$ cat src/rtl/frame_sequencer.sv
`default_nettype none
// ============================================================================
// Module   : frame_sequencer
// Purpose  : Per-frame scheduler between the VGA timing and the game-object
//            update logic. On each start of vertical blank it decides whether
//            the frame just drawn ended in failure (collision / out-of-bound
//            seen during active video). If it did not, it walks a one-hot
//            update request across the clients in index order, one at a time,
//            over a req/done handshake. Object state therefore only changes
//            while nothing is being drawn.
// Revision : 1.0 - initial release
// ----------------------------------------------------------------------------
// Parameters
//   CLIENTS     number of update clients, index 0 served first
//   TIMEOUT     maximum clk cycles a request waits for done
//   CNT_W       frame counter width
// Ports
//   clk          in   system clock
//   rstn         in   asynchronous active-low reset
//   vblank       in   vertical blank, asynchronous to clk
//   enable       in   game running
//   hit          in   per-pixel collision, meaningful during active video
//   oob          in   bird out of bound
//   no_die       in   debug switch, suppresses failed
//   upd_req      out  one-hot update request (or zero)
//   upd_done     in   per-client completion
//   frame_tick   out  one-cycle pulse after all clients were served
//   failed       out  one-cycle pulse when the frame ends in failure
//   busy         out  sequencer not idle
//   overrun      out  sticky: vblank start seen while busy
//   timeout_err  out  sticky per-client timeout flags
//   frame_count  out  number of completed sequences (wraps)
// ============================================================================
module frame_sequencer #(
    parameter int CLIENTS = 3,
    parameter int TIMEOUT = 4096,
    parameter int CNT_W   = 16
) (
    input  logic               clk,
    input  logic               rstn,
    input  logic               vblank,
    input  logic               enable,
    input  logic               hit,
    input  logic               oob,
    input  logic               no_die,
    output logic [CLIENTS-1:0] upd_req,
    input  logic [CLIENTS-1:0] upd_done,
    output logic               frame_tick,
    output logic               failed,
    output logic               busy,
    output logic               overrun,
    output logic [CLIENTS-1:0] timeout_err,
    output logic [CNT_W-1:0]   frame_count
);

    localparam int c_WAIT_W = (TIMEOUT > 1) ? $clog2(TIMEOUT) : 1;
    localparam logic [c_WAIT_W-1:0] c_WAIT_LAST = c_WAIT_W'(TIMEOUT - 1);

    localparam logic [1:0] c_S_IDLE = 2'd0;
    localparam logic [1:0] c_S_EVAL = 2'd1;
    localparam logic [1:0] c_S_REQ  = 2'd2;
    localparam logic [1:0] c_S_TICK = 2'd3;

    // ------------------------------------------------------------------------
    // vblank synchroniser and rise detector
    // ------------------------------------------------------------------------
    logic       r_vb_sync1;
    logic       r_vb_sync2;
    logic       r_vb_prev;
    logic [1:0] r_vb_fill;
    logic       w_vb_valid;
    logic       w_vb_rise;

    // r_vb_fill counts the edges since reset until sync1, sync2 and prev all
    // hold real samples. Without it a vblank that is already high when reset
    // releases would look like a 0->1 edge while the pipeline fills.
    always_ff @(posedge clk or negedge rstn) begin
        if (!rstn) begin
            r_vb_sync1 <= 1'b0;
            r_vb_sync2 <= 1'b0;
            r_vb_prev  <= 1'b0;
            r_vb_fill  <= 2'd0;
        end else begin
            r_vb_sync1 <= vblank;
            r_vb_sync2 <= r_vb_sync1;
            r_vb_prev  <= r_vb_sync2;
            if (r_vb_fill != 2'd3) begin
                r_vb_fill <= r_vb_fill + 2'd1;
            end
        end
    end

    assign w_vb_valid = (r_vb_fill == 2'd3);
    assign w_vb_rise  = r_vb_sync2 & ~r_vb_prev & w_vb_valid;

    // ------------------------------------------------------------------------
    // State and datapath registers
    // ------------------------------------------------------------------------
    logic [1:0]          r_state;
    logic [1:0]          w_state_nxt;
    logic                r_hit_seen;
    logic [CLIENTS-1:0]  r_upd_req;
    logic [c_WAIT_W-1:0] r_wait_cnt;
    logic                r_frame_tick;
    logic                r_failed;
    logic                r_overrun;
    logic [CLIENTS-1:0]  r_timeout_err;
    logic [CNT_W-1:0]    r_frame_count;

    // Next values produced by the output process
    logic [CLIENTS-1:0]  w_req_nxt;
    logic [c_WAIT_W-1:0] w_cnt_nxt;
    logic [CLIENTS-1:0]  w_terr_nxt;
    logic [CNT_W-1:0]    w_count_nxt;
    logic                w_tick_nxt;
    logic                w_failed_nxt;
    logic                w_hit_clr;

    logic w_frame_fail;
    logic w_done_sel;
    logic w_timeout;
    logic w_advance;
    logic w_last;

    assign w_frame_fail = r_hit_seen & ~no_die;
    // Only the done bit of the currently requested client matters; masking
    // with the one-hot request discards every other client's done line.
    assign w_done_sel   = |(upd_done & r_upd_req);
    assign w_timeout    = (r_wait_cnt == c_WAIT_LAST);
    assign w_advance    = w_done_sel | w_timeout;
    assign w_last       = r_upd_req[CLIENTS-1];

    // ------------------------------------------------------------------------
    // FSM: state register
    // ------------------------------------------------------------------------
    always_ff @(posedge clk or negedge rstn) begin
        if (!rstn) begin
            r_state <= c_S_IDLE;
        end else begin
            r_state <= w_state_nxt;
        end
    end

    // ------------------------------------------------------------------------
    // FSM: next-state logic
    // ------------------------------------------------------------------------
    always_comb begin
        w_state_nxt = r_state;
        case (r_state)
            c_S_IDLE: begin
                if (w_vb_rise && enable) begin
                    w_state_nxt = c_S_EVAL;
                end
            end
            c_S_EVAL: begin
                w_state_nxt = w_frame_fail ? c_S_IDLE : c_S_REQ;
            end
            c_S_REQ: begin
                if (w_advance && w_last) begin
                    w_state_nxt = c_S_TICK;
                end
            end
            c_S_TICK: begin
                w_state_nxt = c_S_IDLE;
            end
            default: begin
                w_state_nxt = c_S_IDLE;
            end
        endcase
    end

    // ------------------------------------------------------------------------
    // FSM: output logic (next values of the registered outputs)
    // ------------------------------------------------------------------------
    always_comb begin
        w_req_nxt    = r_upd_req;
        w_cnt_nxt    = r_wait_cnt;
        w_terr_nxt   = r_timeout_err;
        w_count_nxt  = r_frame_count;
        w_tick_nxt   = 1'b0;
        w_failed_nxt = 1'b0;
        w_hit_clr    = 1'b0;
        case (r_state)
            c_S_EVAL: begin
                w_hit_clr = 1'b1;
                if (w_frame_fail) begin
                    w_failed_nxt = 1'b1;
                end else begin
                    w_req_nxt = CLIENTS'(1);
                    w_cnt_nxt = '0;
                end
            end
            c_S_REQ: begin
                if (w_advance) begin
                    // A timeout flags the client currently holding the request.
                    if (w_timeout && !w_done_sel) begin
                        w_terr_nxt = r_timeout_err | r_upd_req;
                    end
                    if (w_last) begin
                        w_req_nxt = '0;
                    end else begin
                        w_req_nxt = r_upd_req << 1;
                        w_cnt_nxt = '0;
                    end
                end else begin
                    w_cnt_nxt = r_wait_cnt + 1'b1;
                end
            end
            c_S_TICK: begin
                w_tick_nxt  = 1'b1;
                w_count_nxt = r_frame_count + 1'b1;
            end
            default: begin
            end
        endcase
    end

    // ------------------------------------------------------------------------
    // Output / datapath registers
    // ------------------------------------------------------------------------
    always_ff @(posedge clk or negedge rstn) begin
        if (!rstn) begin
            r_upd_req     <= '0;
            r_wait_cnt    <= '0;
            r_timeout_err <= '0;
            r_frame_count <= '0;
            r_frame_tick  <= 1'b0;
            r_failed      <= 1'b0;
        end else begin
            r_upd_req     <= w_req_nxt;
            r_wait_cnt    <= w_cnt_nxt;
            r_timeout_err <= w_terr_nxt;
            r_frame_count <= w_count_nxt;
            r_frame_tick  <= w_tick_nxt;
            r_failed      <= w_failed_nxt;
        end
    end

    // Hits only count during active video of a running game; anything seen
    // while blanking or while the game is stopped is discarded.
    always_ff @(posedge clk or negedge rstn) begin
        if (!rstn) begin
            r_hit_seen <= 1'b0;
        end else if (!enable || w_hit_clr) begin
            r_hit_seen <= 1'b0;
        end else if ((hit || oob) && !r_vb_sync2) begin
            r_hit_seen <= 1'b1;
        end
    end

    // A vblank start during a sequence is dropped; the flag records it.
    always_ff @(posedge clk or negedge rstn) begin
        if (!rstn) begin
            r_overrun <= 1'b0;
        end else if (w_vb_rise && (r_state != c_S_IDLE)) begin
            r_overrun <= 1'b1;
        end
    end

    assign upd_req     = r_upd_req;
    assign frame_tick  = r_frame_tick;
    assign failed      = r_failed;
    assign busy        = (r_state != c_S_IDLE);
    assign overrun     = r_overrun;
    assign timeout_err = r_timeout_err;
    assign frame_count = r_frame_count;

endmodule
`default_nettype wire

$ cat config.mk
export PLATFORM = sky130hd
export DESIGN_NAME = frame_sequencer
export DESIGN_NICKNAME = d
export VERILOG_FILES = /design/src/rtl/frame_sequencer.sv
export SDC_FILE = /design/constraint.sdc
export NUM_CORES = 1
export LEC_CHECK = 0
export ABC_AREA = 1
export ABC_CLOCK_PERIOD_IN_PS = 3200
export CAP_MARGIN = 25
export CORE_ASPECT_RATIO = 0.8
export CORE_MARGIN = 2
export CORE_UTILIZATION = 55
export CTS_CLUSTER_SIZE = 40
export DETAILED_ROUTE_END_ITERATION = 8
export PLACE_DENSITY = 0.81
export SYNTH_ARGS = -nofsm -noshare
export SYNTH_HDL_FRONTEND = slang
export SYNTH_SLANG_ARGS = --single-unit
$ cat constraint.sdc
create_clock -name clk -period 3.2 [get_ports clk]
set_input_delay 0.48 -clock clk [delete_from_list [all_inputs] [get_ports clk]]
set_output_delay 0.48 -clock clk [all_outputs]
set_load 0.005 [all_outputs]
layer_met3.png
Scale: 4 px per um.
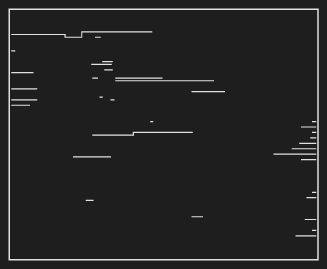
wire length on this layer	196 um
longest straight run	24.4 um
main direction	horizontal
wirelength, routed: 4880 um
GR Util met3: 0.0465
DR vias: 2,028

layer_met2.png
Scale: 4 px per um.
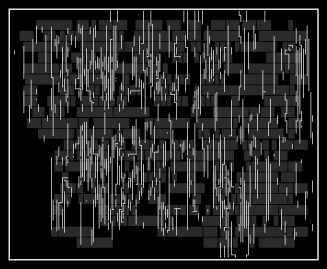
nets with wire on the layer	265
share of all routed wire	43%
met2 Track Usage GR: 0.334

sizes.png
Scale: 6 px per um.
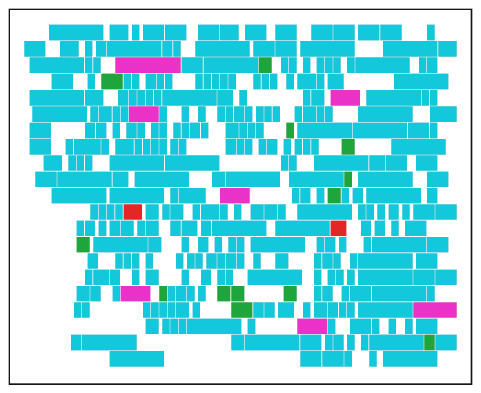
size	color	cells	share
_6 and larger	magenta	7	2.1%
_0 and _1 cells	cyan	319	94%
_3 and _4 cells	red	2	0.59%
_2 cells	green	13	3.8%
Final WS setup: 1.22 ns
synth-to-layout area growth: 22.4%

congestion.png
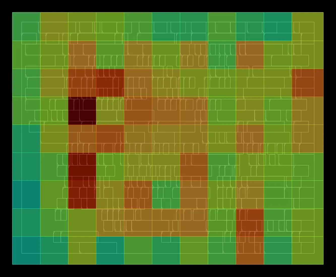
global-route met1 utilization: 0.325
WL per Instance: 12.3 um
GR peak layer: met2
all-layer global routing usage: 0.227
Finished Core Util: 0.692

==> impl_metrics.env <==
# implementation run metrics
export IMPL_status="complete, no violations"
export IMPL_dpl_cell_area_sq_um=2710
export IMPL_finClkSkew_ns=0.00541
export IMPL_logic_area_sq_um=1030
export IMPL_grt_pass1_wl_um=8560
export IMPL_nFillCells=336
export IMPL_fp_dieW_um=76.8
export IMPL_regArea_sq_um=1130
export IMPL_min_period_over_period=0.620
export IMPL_tns_ns=0
export IMPL_antenna_found_initial=0
export IMPL_clockPowerShare=0.418
export IMPL_sw_frac_of_total=0.207
export IMPL_fp_util=0.565
export IMPL_via_per_inst=5.10
export IMPL_mostFrequentLayoutCell="nand2_1"
export IMPL_rsz0062_at_grt="false"
export IMPL_dp_final_hpwl_um=3430
export IMPL_flop_cell="dfrtp_1"
export IMPL_ys_warn_count=0
export IMPL_r2r_end="r_wait_cnt[7]"
export IMPL_cp_max_fo=4
export IMPL_dr_pass1_iters=4
export IMPL_numPortBuffers=35
export IMPL_drv_cap=0
export IMPL_whs_ns=0.367
export IMPL_cts_root_buf="clkbuf_8"
export IMPL_crit_type="flop to output pin"
export IMPL_grt_overflow_total=0
export IMPL_r2r_start="r_wait_cnt[0]"
export IMPL_synth_seq_share=0.483
export IMPL_yosys_stat_area_sq_um=2330
export IMPL_hold_violations=0
export IMPL_fp_row_count=21
export IMPL_final_cell_mix="nand2_1, dfrtp_1, clkdlybuf4s50_1, inv_1, nor2_1"
export IMPL_syn_avg_cell_area_sq_um=7.77
export IMPL_ys_top_cells_by_count="nand2_1, dfrtp_1, inv_1"
export IMPL_dp_slack_ns=1.31
export IMPL_clock_path_buffers=2
export IMPL_most_common_cell="nand2_1"
export IMPL_leakagePower_nw=1.35
export IMPL_p_sw_mw=0.213
export IMPL_r2r_cells=8
export IMPL_grt_pass1_vias=1867
export IMPL_syn_cell_area_sq_um=2330
export IMPL_fin_area_sq_um=2850
export IMPL_power_total_mw=1.03
export IMPL_clock_fmax_ghz=0.504
export IMPL_htreeDepth=2
export IMPL_cts_sinks=45
export IMPL_top_area_cell="dfrtp_1"
export IMPL_cp_end_kind="output pin"
export IMPL_worstSetupStartpointType="flop"
export IMPL_ys_cells=300
export IMPL_nets=353
export IMPL_async_reset_ff_frac=1.00
export IMPL_placeableCoreArea_sq_um=4130
export IMPL_power_density_nw_per_um2=362
export IMPL_fin_crit_ns=1.98
export IMPL_synth_flops=45
export IMPL_die_h_um=62.2
export IMPL_place_inst=388
export IMPL_io_pin_count=36
export IMPL_warning_count=26
export IMPL_hp_class="flop to flop"
export IMPL_synthCells=300
export IMPL_ir_drop_v=0.000245
export IMPL_setup_violations=0
export IMPL_final_cells=398
export IMPL_cts_buffers=5
export IMPL_drive_above_1_share=0.0645
export IMPL_syn_nets=313
export IMPL_yosys_area_top_type_share=0.483
export IMPL_yosysUniqueCellTypes=26
export IMPL_seqPwrFrac=0.554
export IMPL_path_clk_slew_ns=0.09
export IMPL_grt_max_degree=46
export IMPL_die_area_sq_um=4780
export IMPL_crit_arrival_ns=1.50
export IMPL_place_gp_congestion=0.879
export IMPL_clock_latency_ns=0.31
export IMPL_post_cts_buffers=0
export IMPL_p_int_mw=0.819
export IMPL_tightest_slew_ns=0.523
export IMPL_min_path_cells=0
[worst min path at each step]
stage                                 endpoint        from
floorplan           asynchronous set/reset pin        rstn
global placement                    r_vb_sync2  r_vb_sync1
detailed placement                  r_vb_sync2  r_vb_sync1
CTS                             timeout_err[0]        rstn
global route                        r_vb_sync2  r_vb_sync1
finish                              r_vb_sync2  r_vb_sync1
[critical path, cell delays in order, from the launching register on]
cell and delay [ns]:
dfrtp_1 0.42, or2_2 0.32, clkdlybuf4s50_1 0.46
[per-layer routing]
layer	GRT usage	routed length, um	vias to the layer above
met2	0.334	2110	38
met1	0.325	2460	935
met3	0.0465	195	12
met5	0	0	-
li1	-	-	1043
met4	0.102	108	0
[final cells by class]
type / instances / share of cell area
Tap cell: 57 / 0.0250
Clock inverter: 2 / 0.0136
Inverter: 35 / 0.0461
Timing Repair Buffer: 38 / 0.134
Multi-Input combinational cell: 215 / 0.361
Clock buffer: 6 / 0.0254
Sequential cell: 45 / 0.395
[cell families after synthesis]
logic type / share of synthesized area
compound gates: 0.0333
xor+xnor: 0.0338
fa+ha+maj: 0.0161
buf+inv: 0.0751
flops: 0.483
simple gates: 0.359
[state kept, by name, indices dropped and copies added, names as in the netlist, 2 cells and up, named ones only]
name,cells
timeout_err,3
upd_req,3
r_wait_cnt,12
frame_count,16
r_vb_fill,2
[power by group through the flow]
stage,clock [mW],sequential (mW),combinational (mW)
floorplan,0,0.583,0.00275
global placement,0,0.583,0.0253
detailed placement,0,0.583,0.0255
CTS,0.441,0.572,0.0255
global route,0.464,0.572,0.0325
finish,0.432,0.572,0.0284
[timing repair]
action | CTS | global route
setup endpoints to repair | 0 | 0
hold buffers | 0 | 1
endpoints found under the hold margin | 0 | 3
resized | 0 | 0
